$ cat src/rtl/mc_inject_ni.sv
// rtl/mc_inject_ni.sv - multicast network-interface injector: request FIFO, flit formatter, registered output
module mc_inject_ni #(
    parameter int DEPTH     = 4,
    parameter int WIDTH     = 2,
    parameter int DATASIZE  = 30,
    parameter int router_ID = 6
) (
    input  logic                rc_clk,
    input  logic                rst_n,
    input  logic                req_valid,
    output logic                req_ready,
    input  logic [15:0]         req_dst,
    input  logic [7:0]          req_payload,
    output logic [DATASIZE-1:0] data_out,
    output logic                valid_out,
    input  logic                out_ready,
    output logic [WIDTH:0]      fifo_count,
    output logic [7:0]          drop_cnt
);

    typedef enum logic {ST_EMPTY, ST_FULL} state_t;

    localparam logic [4:0]     SRC_ID  = 5'(router_ID);
    localparam logic [WIDTH:0] DEPTH_V = (WIDTH+1)'(DEPTH);

    state_t                state_q, state_d;
    logic [DATASIZE-1:0]   mem [DEPTH];
    logic [WIDTH-1:0]      wr_ptr_q, wr_ptr_d;
    logic [WIDTH-1:0]      rd_ptr_q, rd_ptr_d;
    logic [WIDTH:0]        count_q, count_d;
    logic [7:0]            drop_q, drop_d;
    logic [DATASIZE-1:0]   data_q, data_d;

    logic [15:0]           dst_s;
    logic [DATASIZE-1:0]   flit;
    logic                  accept, push, drop, pop, fifo_empty;

    // Reserved destination bits [7:5] never reach the router.
    assign dst_s      = req_dst & 16'hFF1F;
    assign flit       = {SRC_ID, dst_s, req_payload, 1'b1};
    assign req_ready  = (count_q < DEPTH_V);
    assign accept     = req_valid && req_ready;
    assign push       = accept && (dst_s != 16'h0000);
    assign drop       = accept && (dst_s == 16'h0000);
    assign fifo_empty = (count_q == '0);

    always_comb begin
        state_d = state_q;
        pop     = 1'b0;
        case (state_q)
            ST_EMPTY: begin
                if (!fifo_empty) begin
                    pop     = 1'b1;
                    state_d = ST_FULL;
                end
            end
            ST_FULL: begin
                if (out_ready) begin
                    if (!fifo_empty) pop = 1'b1;
                    else             state_d = ST_EMPTY;
                end
            end
            default: state_d = ST_EMPTY;
        endcase

        data_d   = pop  ? mem[rd_ptr_q]          : data_q;
        rd_ptr_d = pop  ? rd_ptr_q + WIDTH'(1)   : rd_ptr_q;
        wr_ptr_d = push ? wr_ptr_q + WIDTH'(1)   : wr_ptr_q;
        count_d  = count_q + (WIDTH+1)'(push) - (WIDTH+1)'(pop);
        drop_d   = (drop && drop_q != 8'hFF) ? drop_q + 8'd1 : drop_q;
    end

    always_ff @(posedge rc_clk) begin
        if (!rst_n) begin
            state_q  <= ST_EMPTY;
            wr_ptr_q <= '0;
            rd_ptr_q <= '0;
            count_q  <= '0;
            drop_q   <= '0;
            data_q   <= '0;
        end else begin
            state_q  <= state_d;
            wr_ptr_q <= wr_ptr_d;
            rd_ptr_q <= rd_ptr_d;
            count_q  <= count_d;
            drop_q   <= drop_d;
            data_q   <= data_d;
        end
    end

    // Storage needs no reset: the pointers and count define which entries are live.
    always_ff @(posedge rc_clk) begin
        if (push) mem[wr_ptr_q] <= flit;
    end

    assign data_out   = data_q;
    assign valid_out  = (state_q == ST_FULL);
    assign fifo_count = count_q;
    assign drop_cnt   = drop_q;

endmodule

$ cat config.mk
export PLATFORM = sky130hd
export DESIGN_NAME = mc_inject_ni
export DESIGN_NICKNAME = d
export VERILOG_FILES = /design/src/rtl/mc_inject_ni.sv
export SDC_FILE = /design/constraint.sdc
export NUM_CORES = 1
export LEC_CHECK = 0
export CAP_MARGIN = 5
export CORE_ASPECT_RATIO = 0.75
export CORE_MARGIN = 2
export CORE_UTILIZATION = 50
export CTS_BUF_LIST = sky130_fd_sc_hd__clkbuf_4 sky130_fd_sc_hd__clkbuf_8
export DETAILED_ROUTE_END_ITERATION = 10
export PLACE_DENSITY = 0.75
export SKIP_LAST_GASP = 1
export SLEW_MARGIN = 0
export SYNTH_ARGS = -nofsm -noshare
export SYNTH_HDL_FRONTEND = slang
export SYNTH_SLANG_ARGS = --single-unit
export TNS_END_PERCENT = 20
$ cat constraint.sdc
create_clock -name rc_clk -period 7 [get_ports rc_clk]
set_input_delay 2.1 -clock rc_clk [delete_from_list [all_inputs] [get_ports rc_clk]]
set_output_delay 2.1 -clock rc_clk [all_outputs]
set_load 0.01 [all_outputs]
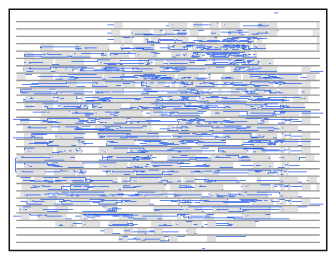
Figure 1: signal wires on met1.
Supply wires on this layer in gray.
wire length on this layer	3970 µm
nets with wire on the layer	372
share of all routed wire	45%

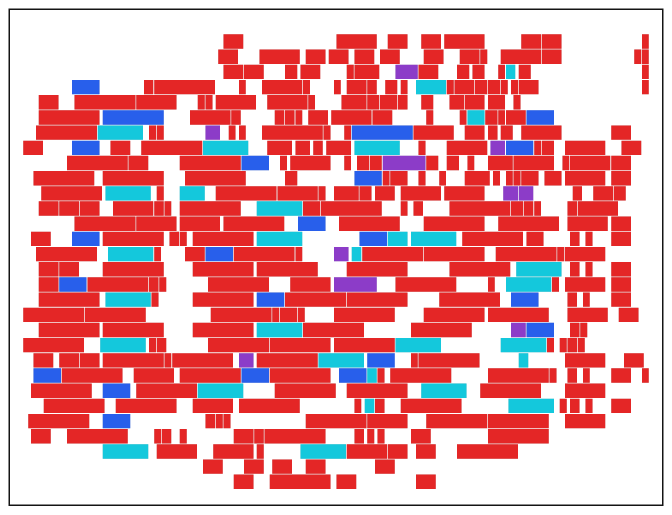
Figure 2: cells by drive strength.
size	color	cells
drive 6 and up	blue	22
drive 3 to 4	purple	10
drive 1 or less	red	336
drive 2	cyan	30

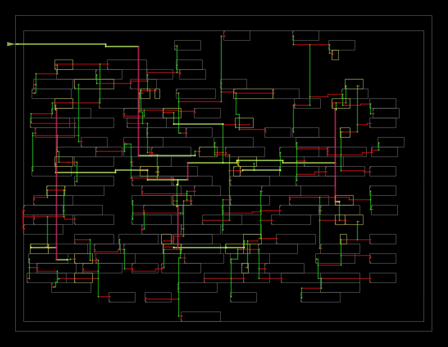
Figure 3: clock routing.
Seq cells: 122
CTS Buf Count: 17
clock distribution power: 0.000614 W
TritonCTS Sinks: 122

==> metrics.cfg <==
[setup_path]
critPathLaunchType=input pin
cp_max_fo=8
end_kind=flip-flop
critical_path_class=input pin to flip-flop
r2r_slack_ns=4.46
critPathArrivalTime_ns=4.71
r2r_end=fifo_count[2]
cp-startpoint=req_dst[9]
rr_worst_depth=10
crit_path_end=fifo_count[2]

[power_and_ir_drop]
clkPwrFrac_pct=28.5
power_w=0.002153
pg_comb_w=0.000566
top_power_group=registers
swShare_pct=28.38
internal_power_w=0.001542
pwr-share-seq_pct=45.2
leakagePower_nw=1.978

[floorplanning]
num_rows=30
die-area_um2=10350
fp_util_pct=52.12
core_um2=9159
die_h_um=88.62

[synth]
ys_types=36
ys_sh_adder_pct=2.254
async_flop_share_pct=0
ys.flops=122
synthMuxAreaShare_pct=11.17
common_cells=edfxtp_1 (84), nand2_1 (54), dfxtp_1 (38), a21oi_1 (22), mux4_2 (21)
synth_top_cell_by_area=edfxtp_1
postSynthAreaPerCell_um2=15.01
synth_seq_share_pct=68.78
ys.warnings.count=0
yosysCellCount=318
top_cell=edfxtp_1
simple_gate_share_pct=10.51
xor_share_pct=0.9174
flop_cell=edfxtp_1
top_area_share_pct=52.84
logic_family=multiplexers

[route]
wl_um=8765
routedWlPerCell_um=16.66
ant_nets=0
drtPass1Iterations=4
via_per_inst=5.175

[placed_design]
dp_cells=494
hpwl_um=5408
place_area_um2=5474

[clocking]
cts_tree=yes
clockRootBuffer=clkbuf_8
ctsLongestPathBuffers=2
htreeDepth=4
cts_hold_buf=0

[global_route]
grt_pass1_wl_um=13520
grt_start_max_net_pins=30
grtUsageTotal_pct=18.34
grt_pass1_vias=2625

[timing]
hold_ws_ns=0.4539
setup_ws_ns=2.560
timing.slew.headroom_pct=20.57
finalCritPeriodShare_pct=63.43
rsz0062_at_grt=false
final.setup.tns_ns=0

[cells_and_area]
fin_util_pct=64.07
largest_register=mem
mostFrequentLayoutCells=edfxtp_1 (84), clkdlybuf4s50_1 (61), nand2_1 (54)
largest_reg_flops=84
lay_top_count=edfxtp_1
nets=421

[job]
drv_cap=0

[hold_path]
hp-start=data_out[13]
min_to=data_out[13]

[outcome]
status=complete, no violations

==> area by class of cell <==
class                      instances  area [µm²]
fill                             689        3291
sequential                       122        3283
multi-input combinational        170        1360
timing repair buffer              64       633.1
clock buffer                      23       297.8
tap                              128       160.2
clock inverter                     9       96.34
inverter                          10       37.54
==> worst max-delay path, stage by stage <==
cell             delay (ns)
clkdlybuf4s50_1        0.60
nor3_2                 0.11
a41oi_1                0.54
inv_1                  0.10
ha_1                   0.30
inv_1                  0.04
ha_1                   0.18
fa_1                   0.38
xnor2_1                0.18
xnor2_1                0.13
nor2_1                 0.05
==> metal layers <==
layer,track usage [%],vias to the layer above,wire (µm)
met5,0,-,0
li1,-,1292,-
met4,7.487,0,114
met3,6.233,13,483
met2,29.16,77,4195
met1,23.50,1340,3970
Power figures rest on the tool's default switching activity, not on a simulated workload.
